$ cat config.mk
export PLATFORM = sky130hd
export DESIGN_NAME = opc5ls_memctl
export DESIGN_NICKNAME = d
export VERILOG_FILES = /design/src/rtl/opc5ls_memctl.sv
export SDC_FILE = /design/constraint.sdc
export NUM_CORES = 1
export LEC_CHECK = 0
export CORE_ASPECT_RATIO = 0.5
export CORE_MARGIN = 10
export CORE_UTILIZATION = 48
export DETAILED_ROUTE_END_ITERATION = 6
export PLACE_DENSITY = 0.89
export SLEW_MARGIN = 20
export SYNTH_ARGS = -nofsm -noshare
export SYNTH_HDL_FRONTEND = slang
export SYNTH_SLANG_ARGS = --single-unit
$ cat constraint.sdc
create_clock -name clk -period 8.8 [get_ports clk]
set_clock_uncertainty 0.15 [all_clocks]
set_input_delay 1.32 -clock clk [delete_from_list [all_inputs] [get_ports clk]]
set_output_delay 1.32 -clock clk [all_outputs]
set_load 0.05 [all_outputs]
$ cat src/rtl/opc5ls_memctl.sv
// OPC5LS memory controller: splits each 16-bit CPU access into two little-endian
// byte cycles on an 8-bit async SRAM and stalls the CPU through cpu_clken.
module opc5ls_memctl #(
    parameter int unsigned WAIT_STATES = 1
) (
    input  logic        clk,
    input  logic        reset_b,
    input  logic [15:0] cpu_address,
    input  logic [15:0] cpu_dout,
    input  logic        cpu_rnw,
    input  logic        cpu_mreq_b,
    output logic [15:0] cpu_din,
    output logic        cpu_clken,
    output logic [16:0] ram_addr,
    output logic [7:0]  ram_data_out,
    input  logic [7:0]  ram_data_in,
    output logic        ram_data_oe,
    output logic        ram_ce_b,
    output logic        ram_oe_b,
    output logic        ram_we_b
);

    localparam int unsigned CNT_W = 5;
    localparam logic [CNT_W-1:0] STROBE_END = CNT_W'(WAIT_STATES + 1);
    localparam logic [CNT_W-1:0] LAST_CNT   = CNT_W'(WAIT_STATES + 2);

    typedef enum logic [1:0] {IDLE, LO, HI, DONE} state_e;

    state_e           state_q, state_d;
    logic [CNT_W-1:0] cnt_q, cnt_d;
    logic             rnw_q, rnw_d;
    logic [7:0]       lo_q, lo_d;
    logic [7:0]       hi_q, hi_d;
    logic [15:0]      din_q, din_d;
    logic [16:0]      addr_q, addr_d;
    logic [7:0]       dout_q, dout_d;
    logic             ce_b_q, ce_b_d;
    logic             oe_b_q, oe_b_d;
    logic             we_b_q, we_b_d;
    logic             data_oe_q, data_oe_d;
    logic             in_phase;
    logic             strobe;

    // Next state, byte capture, and registered SRAM controls derived from the next state
    always_comb begin
        state_d = state_q;
        cnt_d   = cnt_q;
        rnw_d   = rnw_q;
        lo_d    = lo_q;
        hi_d    = hi_q;
        din_d   = din_q;
        addr_d  = addr_q;
        dout_d  = dout_q;

        case (state_q)
            IDLE: begin
                if (!cpu_mreq_b) begin
                    state_d = LO;
                    cnt_d   = '0;
                    rnw_d   = cpu_rnw;
                end
            end
            LO, HI: begin
                if (rnw_q && (cnt_q == STROBE_END)) begin
                    if (state_q == LO) lo_d = ram_data_in;
                    else               hi_d = ram_data_in;
                end
                if (cnt_q == LAST_CNT) begin
                    cnt_d   = '0;
                    state_d = (state_q == LO) ? HI : DONE;
                    if ((state_q == HI) && rnw_q) din_d = {hi_q, lo_q};
                end else begin
                    cnt_d = cnt_q + CNT_W'(1);
                end
            end
            DONE:    state_d = IDLE;
            default: state_d = IDLE;
        endcase

        // Outputs are registered, so they are computed for the cycle the FSM enters next
        in_phase  = (state_d == LO) || (state_d == HI);
        strobe    = in_phase && (cnt_d >= CNT_W'(1)) && (cnt_d <= STROBE_END);
        ce_b_d    = !in_phase;
        oe_b_d    = !(strobe && rnw_d);
        we_b_d    = !(strobe && !rnw_d);
        data_oe_d = in_phase && !rnw_d;
        if (in_phase) begin
            addr_d = {cpu_address, (state_d == HI)};
            dout_d = (state_d == HI) ? cpu_dout[15:8] : cpu_dout[7:0];
        end
    end

    always_ff @(posedge clk or negedge reset_b) begin
        if (!reset_b) begin
            state_q   <= IDLE;
            cnt_q     <= '0;
            rnw_q     <= 1'b1;
            lo_q      <= '0;
            hi_q      <= '0;
            din_q     <= '0;
            addr_q    <= '0;
            dout_q    <= '0;
            ce_b_q    <= 1'b1;
            oe_b_q    <= 1'b1;
            we_b_q    <= 1'b1;
            data_oe_q <= 1'b0;
        end else begin
            state_q   <= state_d;
            cnt_q     <= cnt_d;
            rnw_q     <= rnw_d;
            lo_q      <= lo_d;
            hi_q      <= hi_d;
            din_q     <= din_d;
            addr_q    <= addr_d;
            dout_q    <= dout_d;
            ce_b_q    <= ce_b_d;
            oe_b_q    <= oe_b_d;
            we_b_q    <= we_b_d;
            data_oe_q <= data_oe_d;
        end
    end

    // Clock enable stays combinational so the CPU can run during reset and see the DONE pulse
    assign cpu_clken    = !reset_b || ((state_q == IDLE) && cpu_mreq_b) || (state_q == DONE);
    assign cpu_din      = din_q;
    assign ram_addr     = addr_q;
    assign ram_data_out = dout_q;
    assign ram_data_oe  = data_oe_q;
    assign ram_ce_b     = ce_b_q;
    assign ram_oe_b     = oe_b_q;
    assign ram_we_b     = we_b_q;

endmodule

run_1/m1.png
Scale bar: 50 um. Supply wires on this layer in grey.
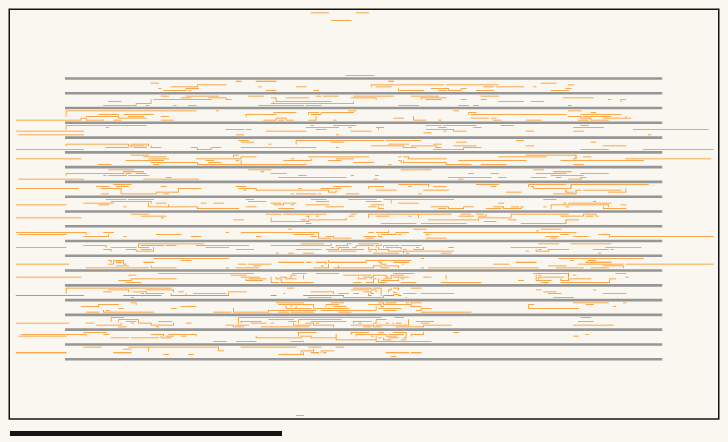
longest straight run: 28.1 um
wire length on this layer: 2830 um
nets with wire on the layer: 323
share of all routed wire: 41%

run_1/m2.png
Scale bar: 50 um.
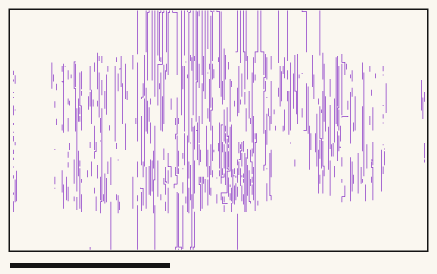
nets with wire on the layer: 317
main direction: vertical
wire length on this layer: 3500 um
share of all routed wire: 50%
longest straight run: 40.6 um
via count: 1996
met2 usage: 25.14%
overall routed net length: 6985 um

run_1/m3.png
Cells faint in the background.
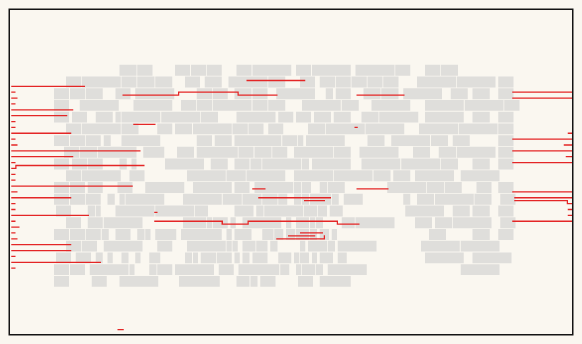
longest straight run: 29.7 um
nets with wire on the layer: 54
wire length on this layer: 552 um
share of all routed wire: 7.9%
main direction: horizontal

==> run notes, run 1 <==
run results: outcome finished, final reports clean, total setup buffers inserted after CTS 0, slowest stage cell on the critical path clkdlybuf4s50_1, die width 130.3 um, DP HPWL 4986 um, CP Max Fanout 6, Yosys Instances 214, buffers plus inverters on the worst setup path 2, largest net degree at the start of global routing 71, GR Util All Layers 14.82%, clk root buf clkbuf_16, vias in the first global route 2182, layout cell share with drive strength beyond 1 24.44%, flip-flops 69, Synth cell types 37, HP Class reg -> reg, Starting Density 51.42%, worst r2r src cnt_q[0], overflow left after global routing 0, DP Worst Slack 4.355 ns, max FFs per register 17, peak supply drop 368.1 uV, Top FF cell, synth dfrtp_1, number of enable flip-flop cells 0, Setup CP Type in -> out, # clk buffers 11, Routed Antenna Nets 0, 1st-pass router iterations 4, Seq/total area 41.50%, gpl congestion 0.8659, Inverters 6, logic share of the area 26.93%, total CTS buffers 9, NonClk Buf Share 21.41%, DRC 0, Ant. Diodes 0, top logic cells by instance count in the layout 88 x clkdlybuf4s50_1, 65 x dfrtp_1, 50 x mux2_2, Slew headroom 43.86%, final worst path period share 50.81%, fin crit period 4.472 ns, clock net sink count 69, Final Setup Violations 0, dominant kind of cell registers, FMAX 223.6 MHz, Fin. Hold Viols 0, worst hold start ram_data_out[0], Syn Nets 265, CTS H-tree depth 3, core area 0.005682 mm^2, tap cell count 73, routed len/inst 18.19 um, Commonest Layout Cell clkdlybuf4s50_1, Gate Area 0.001124 mm^2, final net count 357, worst setup path start cpu_mreq_b, CP most frequent cell clkdlybuf4s50_1, leak pwr 1.842 nW, Synth Seq Share 59.27%, Post-synth regs 69, Max Transition Viols Final 0, vias per inst 5.198, adder-cell area share of the yosys netlist 2.998%, Port Buffers 89, Resize count post-CTS 0, Die ar. 0.009796 mm^2, Worst EP arrival 3.00 ns, yosys aoi share 5.996%, Sequential cell area 0.001732 mm^2, cell area after synthesis 0.002922 mm^2, Simple-Gate Area Share 7.366%, Slew @ Worst Pin 0.8422 ns, ordered cell list for the critical path clkdlybuf4s50_1 > a21oi_1 > nand2_1 > clkdlybuf4s50_1, tool warnings 30, Util after Layout 73.44%, PwrDens 424.4 mW/mm^2, ys async rst share 100.0%, Core Rows 19, I/O pin cnt 90, Critical Path Max Stage Delay 0.73 ns, Mux area share 22.01%, crit path capture type output port, Post-CTS Hold Fix Bufs 0, final setup TNS 0 ns, Synth logic family multiplexers, unrepaired setup endpoints after global routing no, max-cap check violation count 0, Die Ht 75.17 um, Syn Inst Count 214, DR iter-0 viols 85
## run 1: path summary, 6_finish.rpt
path                       slack [ns]              end  depth (start not counted)
min reg2reg                      0.34  ram_data_out[0]                          2
max                              4.33        cpu_clken                          4
min                              0.34  ram_data_out[0]                          2
max in group asynchronous        6.92       cpu_din[0]                          2
min in group asynchronous        1.03  ram_data_out[0]                          2
max reg2reg                      5.39      ram_addr[4]                          8
## run 1: Yosys cell counts, types with 2 or more instances
cell type / instances / area share (%)
mux2i_1: 8 / 2.7
o21ai_0: 14 / 2.4
a41oi_1: 2 / 0.60
inv_1: 6 / 0.77
ha_1: 7 / 3.0
dfstp_2: 4 / 3.6
nor2_1: 3 / 0.39
dfrtp_1: 65 / 56
clkbuf_1: 6 / 0.77
nand2b_1: 2 / 0.43
nand2_1: 14 / 1.8
a21oi_1: 3 / 0.51
mux2_2: 50 / 19
nor2b_1: 3 / 0.64
nand3_1: 5 / 0.86
## run 1: where the power goes
group	switching [mW]	internal [mW]
clock	0.132	0.235
combinational	0.522	0.351
sequential	0.0784	0.453
## run 1: per-layer routing
metal  share of wire, %  global-route usage [%]  vias up
li1                   -                       -      941
met1                 41                   15.81      976
met2                 50                   25.14       70
met3                7.9                   7.078        9
met4                1.5                   6.610        0
met5                  0                       0        -
## run 1: through the flow
| step | hold slack (ns) | total power [mW] | cell area (um^2) | cells |
|---|---|---|---|---|
| CTS | 0.3438 | 1.786 | 4170 | 384 |
| global placement | 0.3169 | 1.371 | 3860 | 368 |
| global route | 0.3606 | 1.866 | 4173 | 384 |
| floorplan | 0.3236 | 1.139 | 2922 | 214 |
| finish | 0.3394 | 1.771 | 4173 | 384 |
| detailed placement | 0.3294 | 1.406 | 3860 | 368 |
==> run 2, diff against run 1 <==
CORE_UTILIZATION = 42   (was 48)
PLACE_DENSITY = 0.83   (was 0.89)
clock period = 4.1 ns   (was 8.8 ns; I/O delays follow)
run_2/m1.png
Scale bar: 50 um. Supply wires on this layer in grey.
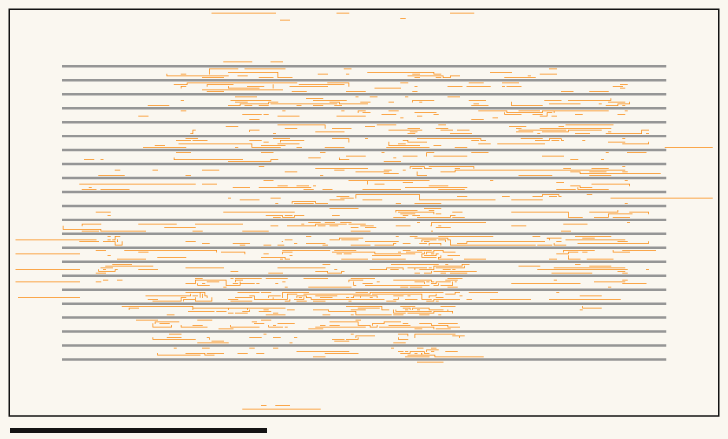
share of all routed wire: 38%
wire length on this layer: 2680 um
overall routed net length: 7073 um
via count: 2027
M1 GR Usage: 13.88%

run_2/congestion_map.png
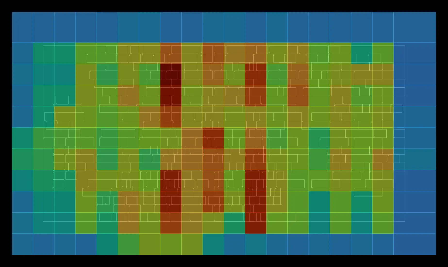
grt peak-use layer: met2
met3 usage: 4.774%
routed len/inst: 17.46 um
met2 usage: 24.76%
Util after Layout: 62.82%

==> run notes, run 2 <==
run results: outcome finished, final reports clean (unchanged), Fin. Hold Viols 0 (unchanged), cell type with the largest total area dfrtp_1 (unchanged), flip-flops 69 (unchanged), Syn Inst Count 214 (unchanged), Top FF cell, synth dfrtp_1 (unchanged), final std cells w/o fill 405 (was 384), Starting Density 43.43% (was 51.42%), Placed Area 0.003899 mm^2 (was 0.003860 mm^2), CTS tree yes (unchanged), Routed Antenna Nets 0 (unchanged), Yosys Instances 214 (unchanged), max FFs per register 17 (unchanged), top logic cells by instance count in the layout 88 x clkdlybuf4s50_1, 65 x dfrtp_1, 50 x mux2_2 (unchanged), yosys stat area 0.002922 mm^2 (unchanged), FMAX 317.3 MHz, final setup TNS 0 ns (unchanged), Critical Path Max Stage Delay 0.68 ns (was 0.73 ns), clk buf depth 2 (unchanged), cell area after synthesis 0.002922 mm^2 (unchanged), layout cell share with drive strength beyond 1 24.28% (was 24.44%), most frequent cell after synthesis dfrtp_1 (unchanged), Synth Seq Share 59.27% (unchanged), Slew headroom 44.10% (was 43.86%), Area growth syn-to-layout 44.63% (was 42.83%), 1st-pass router iterations 4 (unchanged), leak pwr 1.860 nW (was 1.842 nW), Ant. Diodes 0 (unchanged), Slew @ Worst Pin 0.8385 ns (was 0.8422 ns), Max-area cell share 55.67% (unchanged), Gate Area 0.001121 mm^2 (was 0.001124 mm^2), unrepaired setup endpoints after global routing no (unchanged), final net count 359 (was 357), GR Util All Layers 13.54% (was 14.82%), total setup buffers inserted after CTS 0 (unchanged), Syn Nets 265 (unchanged), core area 0.006726 mm^2 (was 0.005682 mm^2), largest net degree at the start of global routing 70 (was 71), Commonest cells post-synth 65 x dfrtp_1, 50 x mux2_2, 14 x nand2_1, 14 x o21ai_0, 8 x mux2i_1 (unchanged), NonClk Buf Share 21.50% (was 21.41%), crit path capture type register (was output port), number of enable flip-flop cells 0 (unchanged), Worst EP arrival 3.20 ns (was 3.00 ns), tap cell count 92 (was 73), DRC 0 (unchanged), first-pass GRT wire length 11500 um (was 11000 um), ordered cell list for the critical path ha_1 > nor4b_1 > nor2_1 > a21oi_1 > o22a_1 > inv_1 > ha_1 > buf_4 > mux2_2 (was clkdlybuf4s50_1 > a21oi_1 > nand2_1 > clkdlybuf4s50_1), DR iter-0 viols 72 (was 85), initial antenna violation count 0 (unchanged), Seq/total area 40.98% (was 41.50%), vias per inst 5.005 (was 5.198), Max Transition Viols Final 0 (unchanged), final instance area 0.004225 mm^2 (was 0.004173 mm^2), YS warnings 0 (unchanged), fin crit period 3.151 ns, Resize count post-CTS 0 (unchanged), Setup CP Type reg -> reg (was in -> out), clock net sink count 69 (unchanged), Core Rows 21 (was 19), Port Buffers 89 (unchanged), Commonest Layout Cell clkdlybuf4s50_1 (unchanged), Post-CTS Hold Fix Bufs 0 (unchanged), HP Class reg -> reg (unchanged), max-cap check violation count 0 (unchanged), CTS H-tree depth 3 (unchanged), Die Ht 78.98 um (was 75.17 um), ClkCell Share 7.729% (was 7.436%), Die ar. 0.01089 mm^2 (was 0.009796 mm^2), logic share of the area 26.53% (was 26.93%), ys async rst share 100.0% (unchanged), PwrDens 914.7 mW/mm^2 (was 424.4 mW/mm^2), CP Max Fanout 15 (was 6), overflow left after global routing 0 (unchanged), vias in the first global route 2214 (was 2182), slowest stage cell on the critical path nor4b_1 (was clkdlybuf4s50_1), I/O pin cnt 90 (unchanged), Placed Cells 389 (was 368), tool warnings 30 (unchanged), gpl congestion 0.8735 (was 0.8659), peak supply drop 543.3 uV (was 368.1 uV), Inverters 6 (unchanged), Sequential cell area 0.001732 mm^2 (unchanged), Final Setup Violations 0 (unchanged), Cell area leaders dfrtp_1 56%, mux2_2 19%, dfstp_2 3.6% (unchanged), total CTS buffers 9 (unchanged), CP most frequent cell ha_1 (was clkdlybuf4s50_1)
run 2: path summary, 6_finish.rpt:
kind                                  from               to  slack (ns)  cells after the start
setup / recovery                  cnt_q[0]     ram_addr[16]        0.95                      9
hold reg to reg            ram_data_out[3]  ram_data_out[3]        0.34                      2
setup reg to reg                  cnt_q[0]     ram_addr[16]        0.95                      9
hold / removal             ram_data_out[3]  ram_data_out[3]        0.34                      2
max in group asynchronous          reset_b      cpu_din[15]        2.91                      2
min in group asynchronous          reset_b      ram_data_oe        0.35                      2
run 2: through the flow:
stage               total power, mW  worst slack, ns  hold WS [ns]
floorplan                     2.444            1.149        0.1694
global placement              2.968            1.107        0.3150
detailed placement            3.060           0.9712        0.3265
CTS                           3.908           0.9458        0.3420
global route                  4.082           0.7010        0.3579
finish                        3.865           0.9489        0.3370
run 2: cell families (layout without fill, tap and decap cells):
family | Yosys count | after routing | share of synthesized area (%)
DFF | 69 | 69 | 59.27
muxes | 58 | 58 | 22.01
and+or+nand+nor | 37 | 37 | 7.366
AOI/OAI and AO/OA | 28 | 28 | 5.996
buffers and inverters | 15 | 114 | 2.355
adders and majority gates | 7 | 7 | 2.998
run 2: metal layers:
layer	track usage, %	part of all wire, %	vias up
met4	5.590	1.5	0
met3	4.774	4.8	10
li1	-	-	947
met2	24.76	56	44
met1	13.88	38	1026
met5	0	0	-
run 2: power by group:
part | switching [mW] | internal, mW
Clock | 0.266 | 0.563
Sequential | 0.157 | 0.971
Combinational | 1.13 | 0.774
Total | 1.56 | 2.31
run 2: critical path: cells and delay by family (launching register included):
kind / cells / cell delay (ns)
simple gates: 2 / 0.77
fa+ha+maj: 2 / 0.59
flops: 1 / 0.50
compound gates: 2 / 0.36
mux: 1 / 0.36
buf+inv: 2 / 0.28
==> run 3, diff against run 2 <==
CORE_UTILIZATION = 46   (was 42)
PLACE_DENSITY = 0.86   (was 0.83)
clock period = 3 ns   (was 4.1 ns; I/O delays follow)
run_3/m2.png
Scale bar: 50 um.
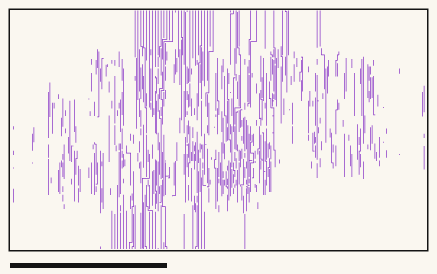
wire length on this layer: 3980 um
main direction: vertical
share of all routed wire: 55%

run_3/congestion_map.png
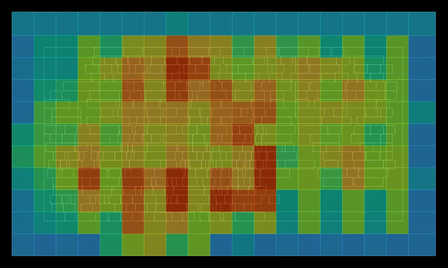
met3 usage: 4.211%
GR Util All Layers: 14.70%
Util after Layout: 69.73%

==> run notes, run 3 <==
run results: WP data required 3.06 ns (was 4.15 ns), DR iter-0 viols 104 (was 72), DP Worst Slack 0.2425 ns (was 0.9712 ns), cell type with the largest total area dfrtp_1 (unchanged), Commonest cells post-synth 65 x dfrtp_1, 50 x mux2_2, 14 x nand2_1, 14 x o21ai_0, 8 x mux2i_1 (unchanged), clock net sink count 69 (unchanged), Seq/total area 40.67% (was 40.98%), ClkCell Share 8.199% (was 7.729%), largest net degree at the start of global routing 70 (unchanged), fin crit period 2.827 ns (was 3.151 ns), initial antenna violation count 0 (unchanged), gpl congestion 0.8023 (was 0.8735), adder-cell area share of the yosys netlist 2.998% (unchanged), Mux area share 22.01% (unchanged), YS warnings 0 (unchanged), flip-flops 69 (unchanged), Syn Nets 265 (unchanged), Post-CTS Hold Fix Bufs 0 (unchanged), final worst path period share 94.23% (was 76.86%), bufs w/o clock 94 (was 92), tool warnings 30 (unchanged), Setup CP Type reg -> reg (unchanged), Synth cell types 37 (unchanged), # clk buffers 10 (was 12), Pwr Total 5.382 mW (was 3.865 mW), max FFs per register 17 (unchanged), Max Transition Viols Final 0 (unchanged), Slew @ Worst Pin 0.8426 ns (was 0.8385 ns), vias per inst 5.107 (was 5.005), hold_ws 0.1707 ns (was 0.3370 ns), Yosys Instances 214 (unchanged), ordered cell list for the critical path ha_1 > nor4b_1 > buf_4 > nor2_1 > a21oi_1 > o22a_1 > inv_1 > ha_1 > buf_4 > mux2_2 (was ha_1 > nor4b_1 > nor2_1 > a21oi_1 > o22a_1 > inv_1 > ha_1 > buf_4 > mux2_2), NonClk Buf Share 21.69% (was 21.50%), via count 2058 (was 2027), final setup TNS 0 ns (unchanged), Gate Area 0.001121 mm^2 (unchanged), total CTS buffers 9 (unchanged), clk root buf clkbuf_16 (unchanged), Final Setup Violations 0 (unchanged), logic share of the area 26.33% (was 26.53%), total setup buffers inserted after CTS 0 (unchanged), Port Buffers 89 (unchanged), Top FF cell, synth dfrtp_1 (unchanged), leak pwr 1.872 nW (was 1.860 nW), Inverters 6 (unchanged), mi-comb count 130 (unchanged), Ant. Diodes 0 (unchanged), XOR Share, Synth 0% (unchanged), first-pass GRT wire length 12050 um (was 11500 um), peak supply drop 798.8 uV (was 543.3 uV), top logic cells by instance count in the layout 88 x clkdlybuf4s50_1, 65 x dfrtp_1, 50 x mux2_2 (unchanged), ys async rst share 100.0% (unchanged), Area growth syn-to-layout 45.74% (was 44.63%), Critical Path Source Type register (unchanged), Core Rows 20 (was 21), Synth Seq Share 59.27% (unchanged), CTS tree yes (unchanged), tap cell count 88 (was 92), 1st-pass router iterations 4 (unchanged), cell area after synthesis 0.002922 mm^2 (unchanged), FMAX 353.8 MHz (was 317.3 MHz), Placed Cells 387 (was 389), Simple-Gate Area Share 7.366% (unchanged), Syn Inst Count 214 (unchanged), layout cell share with drive strength beyond 1 25.08% (was 24.28%), clk_lat worst skew 0.32 ns (about the same), outcome finished, final reports clean (unchanged), HP Class in -> async (was reg -> reg), Commonest Layout Cell clkdlybuf4s50_1 (unchanged), most frequent cell after synthesis dfrtp_1 (unchanged), crit path capture type register (unchanged), clk buf depth 2 (unchanged), final net count 361 (was 359), vias in the first global route 2250 (was 2214), Post-synth regs 69 (unchanged), max-cap check violation count 0 (unchanged), PwrDens 1264 mW/mm^2 (was 914.7 mW/mm^2), unrepaired setup endpoints after global routing no (unchanged), Resize count post-CTS 0 (unchanged), final std cells w/o fill 403 (was 405), Worst EP arrival 2.88 ns (was 3.20 ns), overall routed net length 7250 um (was 7073 um), final worst setup slack 0.1732 ns (was 0.9489 ns), I/O pin cnt 90 (unchanged), CP Max Fanout 16 (was 15), Placed Area 0.003909 mm^2 (was 0.003899 mm^2), Synth logic family multiplexers (unchanged), yosys stat area 0.002922 mm^2 (unchanged), routed len/inst 17.99 um (was 17.46 um), core area 0.006106 mm^2 (was 0.006726 mm^2), Critical Path Max Stage Delay 0.49 ns (was 0.68 ns), final instance area 0.004258 mm^2 (was 0.004225 mm^2), number of enable flip-flop cells 0 (unchanged), CTS H-tree depth 3 (unchanged), DRC 0 (unchanged), Cell area leaders dfrtp_1 56%, mux2_2 19%, dfstp_2 3.6% (unchanged), Avg Cell Area, Syn 13.65 um^2 (unchanged), Max-area cell share 55.67% (unchanged), die width 132.7 um (was 138.0 um), Starting Density 47.85% (was 43.43%), Slew headroom 43.83% (was 44.10%), Routed Antenna Nets 0 (unchanged), Fin. Hold Viols 0 (unchanged), slowest stage cell on the critical path dfrtp_1 (was nor4b_1), Die ar. 0.01013 mm^2 (was 0.01089 mm^2), dominant kind of cell registers (unchanged), DP HPWL 5475 um (was 5358 um), Sequential cell area 0.001732 mm^2 (unchanged), Die Ht 76.35 um (was 78.98 um), overflow left after global routing 0 (unchanged), yosys aoi share 5.996% (unchanged), Clk pin slew, worst setup/hold paths 0.05 ns (about the same)
==> run 3: netlist changes by cell type in the layout (fill, tap and decap cells not counted) <==
cell,before,now
buf_4,3,5
bufinv_16,2,3
clkbuf_1,1,0
clkbuf_8,2,1
clkinv_2,2,1
clkinvlp_4,0,2
==> run 3: cell families after synthesis <==
kind of cell | count (synthesis)
DFF | 69
muxes | 58
and+or+nand+nor | 37
AOI/OAI and AO/OA | 28
buffers and inverters | 15
adders and majority gates | 7
==> run 3: power breakdown <==
part / internal, mW / total, mW / switching, mW / leakage [nW]
sequential: 1.33 / 1.54 / 0.217 / 0.865
clock: 0.832 / 1.21 / 0.376 / 0.165
combinational: 1.07 / 2.63 / 1.56 / 0.843
total: 3.23 / 5.38 / 2.16 / 1.87
==> run 3: layer usage <==
layer  wire (um)  share of wire [%]  vias up  GRT usage (%)
met2        3976                 55       49          26.99
li1            -                  -      952              -
met5           0                  0        -              0
met1        2780                 38     1044          15.59
met4         144                2.0        0          5.895
met3         349                4.8       13          4.211
==> run 3: path summary, 6_finish.rpt <==
kind / start / end / slack [ns] / depth (start not counted)
worst max-delay path: cnt_q[0] / ram_addr[4] / 0.17 / 10
worst min-delay path: reset_b / cnt_q[0] / 0.17 / 2
worst max register to register: cnt_q[0] / ram_addr[4] / 0.17 / 10
worst min register to register: ram_data_out[3] / ram_data_out[3] / 0.33 / 2
max in group asynchronous: reset_b / cpu_din[11] / 1.96 / 2
min in group clk: ram_data_out[3] / ram_data_out[3] / 0.33 / 2
==> run 3: critical path: cells and delay by family (launching register included) <==
kind                       cells  cell delay, ns
adders and majority gates      2            0.55
DFF                            1            0.49
buffers and inverters          3            0.48
muxes                          1            0.36
and+or+nand+nor                2            0.34
AOI/OAI and AO/OA              2            0.31
No activity file was given, so power comes from the tool's default toggle rates.
